==> config.mk <==
export PLATFORM = sky130hd
export DESIGN_NAME = logic_pod_decompression
export DESIGN_NICKNAME = d
export VERILOG_FILES = /design/src/rtl/logic_pod_decompression.sv
export SDC_FILE = /design/constraint.sdc
export NUM_CORES = 1
export LEC_CHECK = 0
export CORE_UTILIZATION = 30
export CTS_BUF_LIST = sky130_fd_sc_hd__clkbuf_8
export DETAILED_ROUTE_END_ITERATION = 16
export PLACE_DENSITY = 0.47
export SETUP_SLACK_MARGIN = 0.05
export SLEW_MARGIN = 20
export SYNTH_ARGS = -nofsm -noshare
export SYNTH_HDL_FRONTEND = slang
export SYNTH_SLANG_ARGS = --single-unit
==> constraint.sdc <==
create_clock -name clk -period 5.4 [get_ports clk]
set_input_delay 1.08 -clock clk [delete_from_list [all_inputs] [get_ports clk]]
set_output_delay 1.08 -clock clk [all_outputs]
set_load 0.05 [all_outputs]
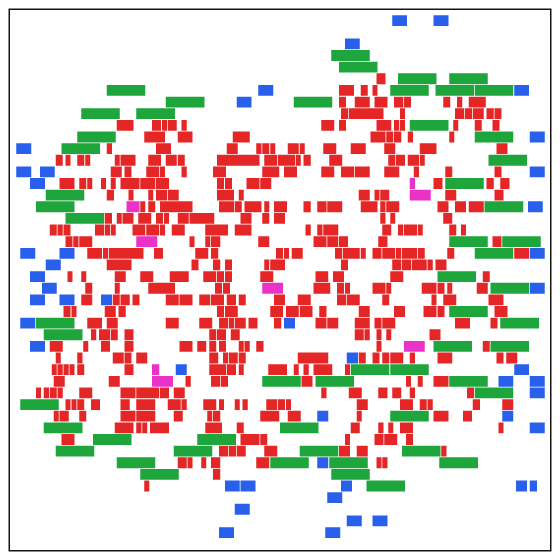
(images/placement_by_type.png)
| color | class | cells | share of their area |
|---|---|---|---|
| magenta | clock drivers and dummy loads | 8 | 1.8% |
| green | flops | 56 | 29% |
| red | combinational and other logic | 435 | 60% |
| blue | other buffers and delay cells | 47 | 9.1% |
cell area after layout: 5080 um^2
sequential share of cell area: 0.276
area of the core: 15100 um^2

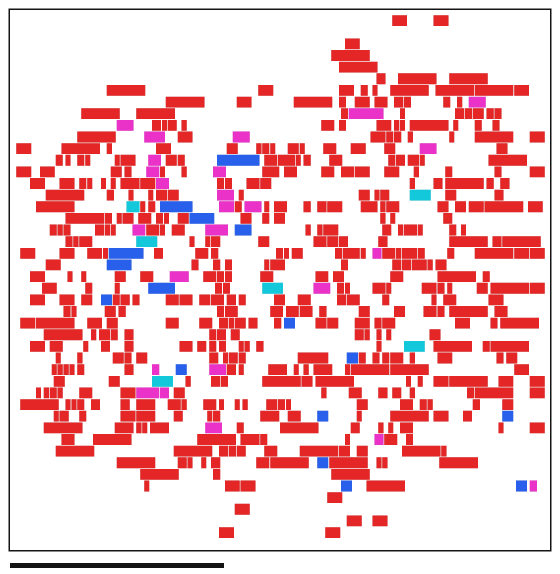
(images/sizes.png)
Scale bar: 50 um.
| color | size | cells | share |
|---|---|---|---|
| cyan | _6 and larger | 6 | 1.1% |
| blue | _3 and _4 cells | 16 | 2.9% |
| red | _0 and _1 cells | 499 | 91% |
| magenta | _2 cells | 25 | 4.6% |
area delta synth->final: 9.78%
min setup slack post-route: 0.995 ns

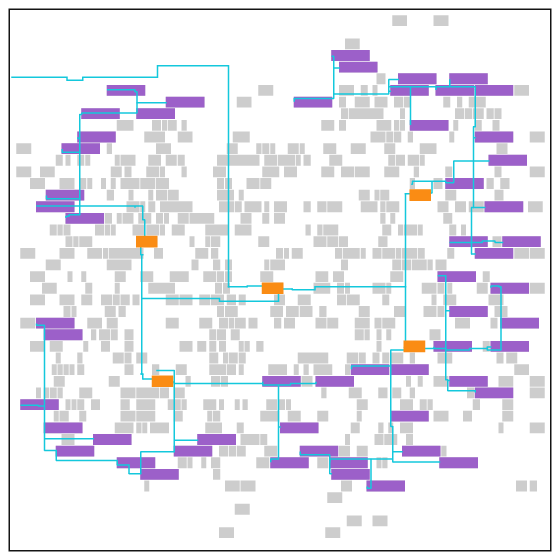
(images/clk_routes.png)
[cyan] clock wires | length: 867 um
[orange] clock drivers | count: 5
[purple] flip-flops | count: 56
flops lie: spread over the die
routed clock nets: 6
Clk network pwr share: 0.065
power dissipated in the clock network: 0.243 mW

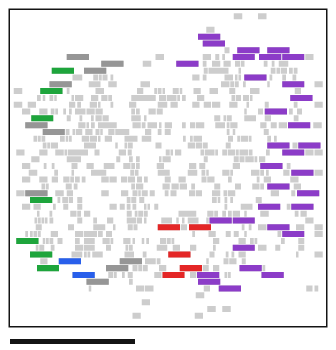
(images/flops_by_reg.png)
Scale bar: 50 um.
| color | name in the netlist | sequential cells |
|---|---|---|
| red | fill | 5 |
| blue | state | 2 |
| purple | acc | 32 |
| green | rem_b | 7 |
not colored: 10
final core occ: 0.336
Seq power: 0.770 mW
sequential cell area: 1400 um^2

==> notes.md <==
The flow ran to the end, and the final reports show no timing, DRC or antenna violations. STA classifies the critical path startpoint as an input pin. The clock insertion delay at the later pin of the skew report was 0.33 ns; the total tool warning count was 29.

In the layout the commonest cells are 60 x nand2_1, 56 x dfrtp_1, 37 x clkdlybuf4s50_1. For the pin count of the biggest net entering global routing, the log shows 57. The average instance in the mapped netlist occupies 8.51 um^2. Final critical-path required period: 4.40 ns. The area fraction in mux cells is 0.0794.

Counting pins that exceed their max-slew limit in the final report gives 0. The count of warnings emitted by yosys is 0, and the final routed wirelength across all metal layers is 14900 um. Most numerous logic cell after layout: nand2_1.

TritonCTS built the clock tree. The die covers 15900 um^2. For this run, the detailed router reports a per-instance via density of 5.86. Critical path arrival: 4.69 ns. Of the combinational cells, the family taking the most area is AND-OR/OR-AND gates. The run reported a max-capacitance violation count of 0.

Looking at the post-CTS report, the setup buffer insertion count equals 0. For the register-to-register path setup slack, the log shows 1.34 ns. Listed in order, past its start point the critical path passes clkdlybuf4s50_1, buf_4, nand2b_1, and3_1, a221oi_1, a22oi_1, mux2i_1, o221a_1, o32ai_1, o21a_1. The worst hold path was traced through 2 stages. The root cell of the clock tree is clkbuf_8.

The portion of the post-synthesis area used by sequential elements is 0.303, and the simple-gate share of the synthesized area is 0.181. The boundary pin count came out at 39. Setup repair after global routing left no endpoint under its margin. The share of final-layout standard cells stronger than drive strength 1 is 0.0861. The synthesized netlist contains 87 unique library cells. 0 antenna diodes ended up in the layout.

Max fanout on the critical path was recorded as 21. The detailed router finished its first iteration with 363 violations. Once detailed placement completed, the half-perimeter wirelength came to 11200 um.

After clock tree synthesis, the flow added hold-fix buffers numbering 0. The data required time reported for the critical path is 5.68 ns. Die boundary height: 126 um. The power consumption came out at 3.74 mW. The initial antenna violation count is 0, and the maximum level of the CTS H-tree is 2. The synthesized netlist has a Yosys-reported chip area of 4630 um^2. The run gives 0 for the setup violation total in the final timing report. The run gives 0 for the post-CTS resize count. With the final-stage net count at 576, the number of buffers added on ports is 38. The slew at the pin closest to its max-slew limit came out at 0.922 ns. For reference, the most critical setup path is categorized as in -> reg. With the area fraction in full adders, half adders and majority gates at 0.0286, the top achievable clock speed is 0.227 GHz. The worst max-slew margin expressed relative to the limit was 0.381. The first global-routing pass estimated 23800 um of wire.

Per the GRT congestion report, total overflow comes to 0. The all-layer global routing usage came out at 0.193. For this design, the slowest cell found on the critical path is and3_1. The xor and xnor area share after synthesis works out to 0.0113. For the number of global-route vias before repair, the log shows 4166. Detailed routing inserted a total of 4303 vias. Maximum resistive drop on vdd: 243 uV.

The async set-or-reset flop fraction in the synthesized netlist is 1.00, and the post-detailed-placement cell area is 5000 um^2. The number of cell instances after yosys synthesis is 544, and the depth of the worst register-to-register path is 15. RePlAce ended its routability-driven mode at a weighted congestion of 0.889. The power density over the cells is 735 nW/um^2. The longest incremental delay of any stage on the critical path is reported as 0.81 ns.

Most frequently used flop master after synthesis: dfrtp_1. Nets still carrying antenna violations after routing amount to 0. In the routed design, unresolved DRC markers number 0. The aoi/oai-family share of the synthesized area came out at 0.313. Clock-pin slew was measured on the worst setup and hold paths at 0.11 ns.

The flip-flop count of the largest register, all copies and words added was 32. After layout, the setup clock skew is reported as 0.0161 ns. Counting endpoints that fail hold in the final report gives 0.

Count of library flops with an enable pin: 0. The iteration count recorded for the first detailed-route pass is 5. The number of synthesized register bits works out to 56. The run gives 56 as the number of clock sinks. The logs give 0.306 for the share of the core filled by cells before placement and 544 for the number of standard cells after synthesis. For the pre-CTS worst setup slack, the log shows 0.627 ns. Row generation in the floorplan step produced 45 rows.

The aggregate negative setup slack is 0 ns, and the post-layout period usage of the worst path is 0.816. The number of buffers added by the clock tree synthesis step is 5, and the wire length per cell is 20.3 um.
==> through the flow <==
stage / utilization / hold WS (ns) / cells
floorplan: - / 0.443 / 545
global placement: 0.330 / 0.459 / 726
detailed placement: 0.330 / 0.466 / 726
CTS: 0.336 / 0.494 / 734
global route: 0.336 / 0.517 / 734
finish: 0.336 / 0.490 / 734
==> layer usage <==
metal,vias up,track usage,wire length (um)
met5,-,0,0
met1,2091,0.260,6910
met3,28,0.0297,679
met2,149,0.312,6950
met4,0,0.0666,350
li1,2035,-,-
==> synth_stat cells, types with 10 or more instances <==
cell type   n  area, um^2
dfrtp_1    56        1400
nand2_1    60         225
o21ai_0    33         165
clkbuf_1   20        75.1
nor3_1     10        50.1
mux2i_1    23         230
nand3_1    11        55.1
a21oi_1    30         150
buf_4      21         158
o211ai_1   12        90.1
nor2_1     34         128
inv_1      16        60.1
==> critical path: cells and delay by family <==
family,cells,cell delay (ns)
AOI/OAI and AO/OA,5,1.36
and+or+nand+nor,2,1.33
buffers and inverters,2,0.65
muxes,1,0.25
==> kinds of logic after synthesis <==
logic type      count (synthesis)
compound gates                200
xor+xnor                        6
fa+ha+maj                      10
buf+inv                        72
flops                          56
mux                            33
other cells                     1
simple gates                  166
==> final cells by class <==
cell class	count	area, um^2
clock inverter	3	17.5
sequential	56	1400
multi-input combinational	417	2850
inverter	18	67.6
fill	1610	10100
timing repair buffer	47	443
clock buffer	5	68.8
tap	188	235
==> where the power goes <==
part	switching (mW)	internal [mW]
Sequential	0.145	0.625
Clock	0.152	0.0912
Combinational	1.77	0.958
Power is estimated from default activity; no workload was simulated.
